## src/rtl/sdram_arb_pkg.sv

```systemverilog
// Shared definitions for the two-port SDRAM arbiter:
// FSM state encoding and default bus widths.
package sdram_arb_pkg;

    localparam int DEF_ADDR_W = 22;
    localparam int DEF_DATA_W = 16;

    typedef enum logic [1:0] {
        IDLE      = 2'd0,
        ISSUE     = 2'd1,
        WAIT_BUSY = 2'd2,
        DONE      = 2'd3
    } state_t;

endpackage

```

## src/rtl/sdram_arb_rr.sv

```systemverilog
// Two-way round-robin grant: a lone requester always wins,
// contention goes to the port named by i_prio.
module sdram_arb_rr (
    input  logic [1:0] i_valid,
    input  logic       i_prio,
    output logic [1:0] o_grant
);

    always_comb begin
        // NOTE: default every combinational output first so no path infers a latch.
        o_grant = i_valid;
        if (i_valid == 2'b11) begin
            o_grant = i_prio ? 2'b10 : 2'b01;
        end
    end

endmodule

```

## src/rtl/sdram_arbiter.sv

```systemverilog
// Two-port arbiter in front of a single SDRAM controller; one transaction
// outstanding at a time, round-robin fairness, sticky timeout flag.
module sdram_arbiter
    import sdram_arb_pkg::*;
#(
    parameter int ADDR_W  = DEF_ADDR_W,
    parameter int DATA_W  = DEF_DATA_W,
    parameter int TIMEOUT = 1024
) (
    input  logic              clk,
    input  logic              reset,

    input  logic              req0_valid,
    input  logic              req0_rw,
    input  logic [ADDR_W-1:0] req0_addr,
    input  logic [DATA_W-1:0] req0_wdata,
    output logic              req0_ready,
    output logic [DATA_W-1:0] req0_rdata,
    output logic              req0_rvalid,

    input  logic              req1_valid,
    input  logic              req1_rw,
    input  logic [ADDR_W-1:0] req1_addr,
    input  logic [DATA_W-1:0] req1_wdata,
    output logic              req1_ready,
    output logic [DATA_W-1:0] req1_rdata,
    output logic              req1_rvalid,

    output logic              mem_in_valid,
    output logic              mem_rw,
    output logic [ADDR_W-1:0] mem_addr,
    output logic [DATA_W-1:0] mem_wdata,
    input  logic              mem_busy,
    input  logic              mem_out_valid,
    input  logic [DATA_W-1:0] mem_rdata,

    output logic              err
);

    localparam int CNT_W = $clog2(TIMEOUT + 1);

    state_t            r_state;
    state_t            w_next;
    logic [1:0]        w_valid;
    logic [1:0]        w_grant;
    logic              w_accept;
    logic              w_timeout;
    logic              w_capture;
    logic              w_read_done;
    logic [DATA_W-1:0] w_ret_data;

    logic              r_port;
    logic              r_rw;
    logic [ADDR_W-1:0] r_addr;
    logic [DATA_W-1:0] r_wdata;
    logic [DATA_W-1:0] r_cap;
    logic              r_got;
    logic              r_prio;
    logic              r_err;
    logic [CNT_W-1:0]  r_tcnt;
    logic [DATA_W-1:0] r_rdata0;
    logic [DATA_W-1:0] r_rdata1;

    assign w_valid = {req1_valid, req0_valid};

    sdram_arb_rr u_rr (
        .i_valid (w_valid),
        .i_prio  (r_prio),
        .o_grant (w_grant)
    );

    assign w_accept    = (r_state == IDLE) && (w_valid != 2'b00);
    assign w_timeout   = (r_state == ISSUE) && !mem_busy && (r_tcnt == CNT_W'(TIMEOUT - 1));
    assign w_capture   = ((r_state == ISSUE) || (r_state == WAIT_BUSY)) && !r_rw && mem_out_valid;
    assign w_read_done = (r_state == WAIT_BUSY) && !r_rw && !mem_busy && (r_got || mem_out_valid);
    assign w_ret_data  = mem_out_valid ? mem_rdata : r_cap;

    always_ff @(posedge clk or posedge reset) begin
        // NOTE: sequential state uses non-blocking assignments so every flop samples pre-edge values.
        if (reset) r_state <= IDLE;
        else       r_state <= w_next;
    end

    always_comb begin
        w_next = r_state;
        case (r_state)
            IDLE:      if (w_accept) w_next = ISSUE;
            ISSUE: begin
                if (mem_busy)       w_next = WAIT_BUSY;
                else if (w_timeout) w_next = IDLE;
            end
            // A read also needs its data before it may finish.
            WAIT_BUSY: if (!mem_busy && (r_rw || r_got || mem_out_valid)) w_next = DONE;
            DONE:      w_next = IDLE;
            default:   w_next = IDLE;
        endcase
    end

    always_comb begin
        req0_ready   = 1'b0;
        req1_ready   = 1'b0;
        req0_rvalid  = 1'b0;
        req1_rvalid  = 1'b0;
        mem_in_valid = 1'b0;
        case (r_state)
            IDLE: begin
                req0_ready = w_grant[0] && !reset;
                req1_ready = w_grant[1] && !reset;
            end
            ISSUE: mem_in_valid = 1'b1;
            DONE: begin
                req0_rvalid = !r_rw && !r_port;
                req1_rvalid = !r_rw &&  r_port;
            end
            default: ;
        endcase
    end

    always_ff @(posedge clk or posedge reset) begin
        if (reset) begin
            r_port   <= 1'b0;
            r_rw     <= 1'b0;
            r_addr   <= '0;
            r_wdata  <= '0;
            r_cap    <= '0;
            r_got    <= 1'b0;
            r_prio   <= 1'b0;
            r_err    <= 1'b0;
            r_tcnt   <= '0;
            r_rdata0 <= '0;
            r_rdata1 <= '0;
        end else begin
            if (w_accept) begin
                r_port  <= w_grant[1];
                r_rw    <= w_grant[1] ? req1_rw    : req0_rw;
                r_addr  <= w_grant[1] ? req1_addr  : req0_addr;
                r_wdata <= w_grant[1] ? req1_wdata : req0_wdata;
                r_got   <= 1'b0;
            end

            if (r_state == ISSUE) r_tcnt <= r_tcnt + CNT_W'(1);
            else                  r_tcnt <= '0;

            if (w_timeout) r_err <= 1'b1;

            if (w_capture) begin
                r_cap <= mem_rdata;
                r_got <= 1'b1;
            end

            // Load the returning port's data so it is valid during the DONE pulse.
            if (w_read_done) begin
                if (r_port) r_rdata1 <= w_ret_data;
                else        r_rdata0 <= w_ret_data;
            end

            if (r_state == DONE) r_prio <= ~r_port;
        end
    end

    assign mem_rw     = r_rw;
    assign mem_addr   = r_addr;
    assign mem_wdata  = r_wdata;
    assign req0_rdata = r_rdata0;
    assign req1_rdata = r_rdata1;
    assign err        = r_err;

endmodule

```

## config.mk

```make
export PLATFORM = sky130hd
export DESIGN_NAME = sdram_arbiter
export DESIGN_NICKNAME = d
export VERILOG_FILES = /design/src/rtl/sdram_arb_pkg.sv /design/src/rtl/sdram_arb_rr.sv /design/src/rtl/sdram_arbiter.sv
export SDC_FILE = /design/constraint.sdc
export NUM_CORES = 1
export LEC_CHECK = 0
export ABC_AREA = 1
export CORE_UTILIZATION = 48
export CTS_CLUSTER_DIAMETER = 120
export DETAILED_ROUTE_END_ITERATION = 10
export GPL_TIMING_DRIVEN = 0
export PLACE_DENSITY = 0.89
export SYNTH_ARGS = -nofsm -noshare
export SYNTH_HDL_FRONTEND = slang
export SYNTH_SLANG_ARGS = --single-unit
```

## constraint.sdc

```tcl
create_clock -name clk -period 6.08 [get_ports clk]
set_input_delay 1.216 -clock clk [delete_from_list [all_inputs] [get_ports clk]]
set_output_delay 1.216 -clock clk [all_outputs]
set_load 0.005 [all_outputs]
```

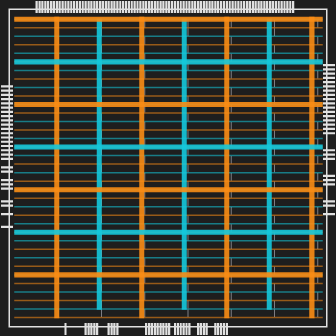
Fig. 1. Supply network.
Pins as bars on the die edge. Tap cells in gray.
- orange: VSS
- cyan: VDD
- signal pins: 177
- met5 straps: 7
- rows: 35
Worst IR Drop VDD: 214 uV
Core Region: 9370 um^2
Die Y: 101 um
chip width: 101 um

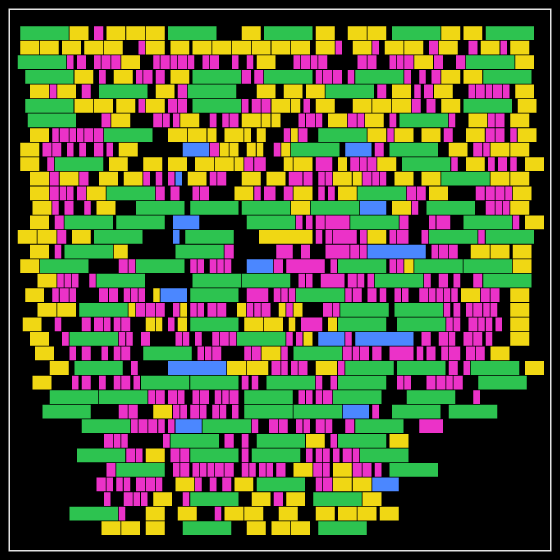
Fig. 2. Placement by cell class.
- magenta: all other logic (cells 428)
- yellow: other buffers and delay cells (cells 208)
- blue: clock drivers and dummy loads (cells 15)
- green: flip-flops (cells 104)

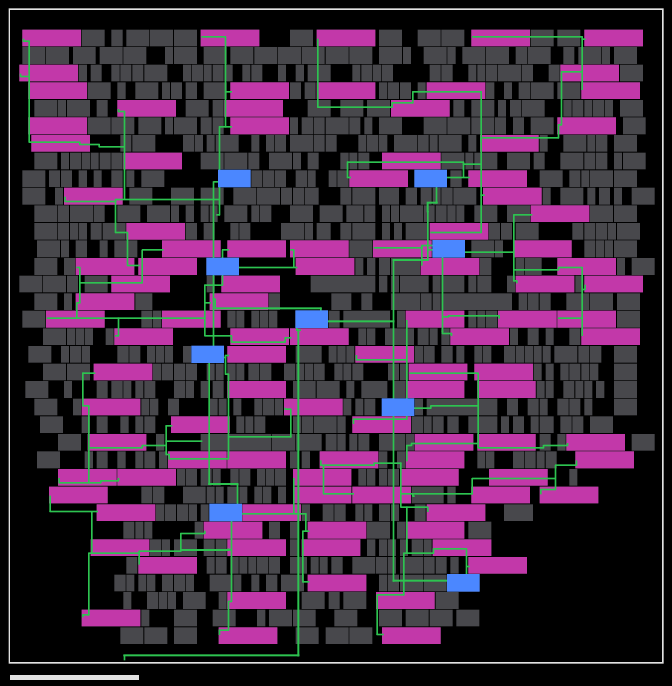
Fig. 3. Clock distribution.
The bar under the picture is 20 um long.
- green: clock wires (length 1140 um)
- blue: cells driving clock nets (count 9)
- magenta: flip-flops (count 104)
- routed clock nets: 10
- flops lie: all over the die

==> impl_metrics.json <==
{
  "yosys-top-cells-area": "dfrtp_1, nand2_1, a21oi_1",
  "min-delay-start": "r_tcnt[0]",
  "clk_latency_ns": 0.37,
  "synthArstFlopShare_pct": 100,
  "final_max_slew_viol_count": 0,
  "nets": 857,
  "nNonClkInverters": 35,
  "largest_reg_flops": 22,
  "finalInstanceArea_um2": 6870,
  "status": "completed",
  "tns_ns": 0,
  "wire_per_inst_um": 15.6,
  "p_clk_mw": 0.507,
  "crit_cells": 7,
  "wl_met3_um": 781,
  "avgSynthCellArea_um2": 8.32,
  "wirelength_mm": 13.8,
  "r2r_start": "r_state[0]",
  "critPathMaxFanout": 10,
  "endpoint_kind": "output pin",
  "max-cap-violations": 0,
  "comb_area_um2": 1800,
  "min_path_type": "reg2reg",
  "yosysChipArea_um2": 4690,
  "cp_cell_sequence": "clkdlybuf4s50_1 -> nand2_1 -> nand2_1 -> inv_1 -> buf_2 -> nor3_1 -> clkdlybuf4s50_1",
  "sh_seq_area_pct": 37.9,
  "rows": 35,
  "syn_area_um2": 4690,
  "synth-adder-area-share_pct": 1.60,
  "worstRegToRegCells": 7,
  "biggestCellCategory": "sequential cells",
  "n_all_buffers": 208,
  "synth.logic.top_family": "simple AND/OR/NAND/NOR gates",
  "met3_usage_pct": 4.16,
  "tap_cells": 129,
  "p_per_area_nw_per_um2": 419,
  "comb_cells": 393,
  "gr-total-overflow": 0,
  "ys_sh_xor_pct": 0,
  "cts_buffers": 9,
  "clockBufferDepth": 2,
  "startpoint_type": "primary input",
  "grt_util_met2_pct": 46.7,
  "power_leader": "combinational cells",
  "ant_nets": 0,
  "setup_ws_ns": 1.86
}
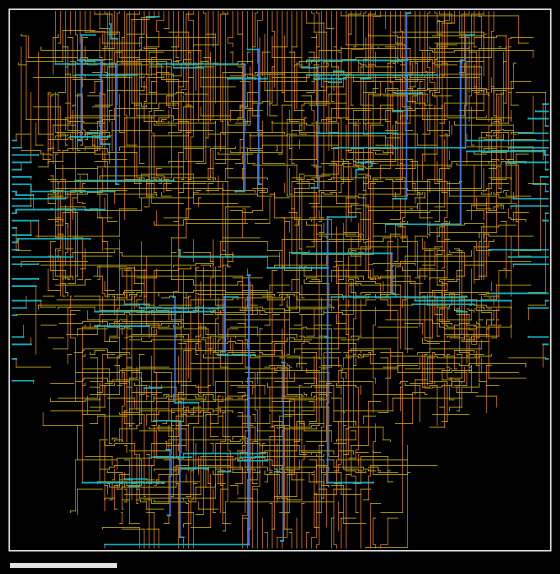
Fig. 4. Wiring by layer.
The bar under the picture is 20 um long.
- cyan: met3 (wire length 782 um)
- orange: met2 (wire length 6990 um)
- yellow: met1 (wire length 5570 um)
- blue: met4 (wire length 420 um)

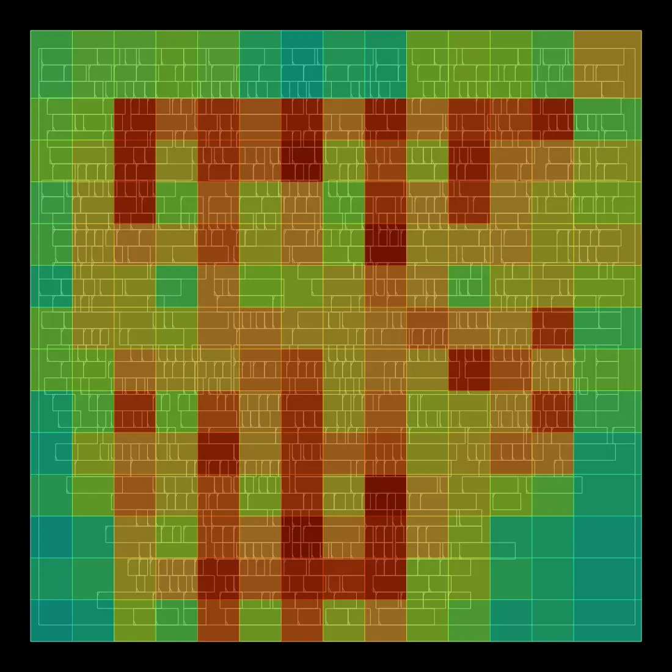
Fig. 5. Routing congestion map.
GRT Total Usage: 27.1%
Global Route met1 Usage: 33.7%

Power is estimated from default activity; no workload was simulated.
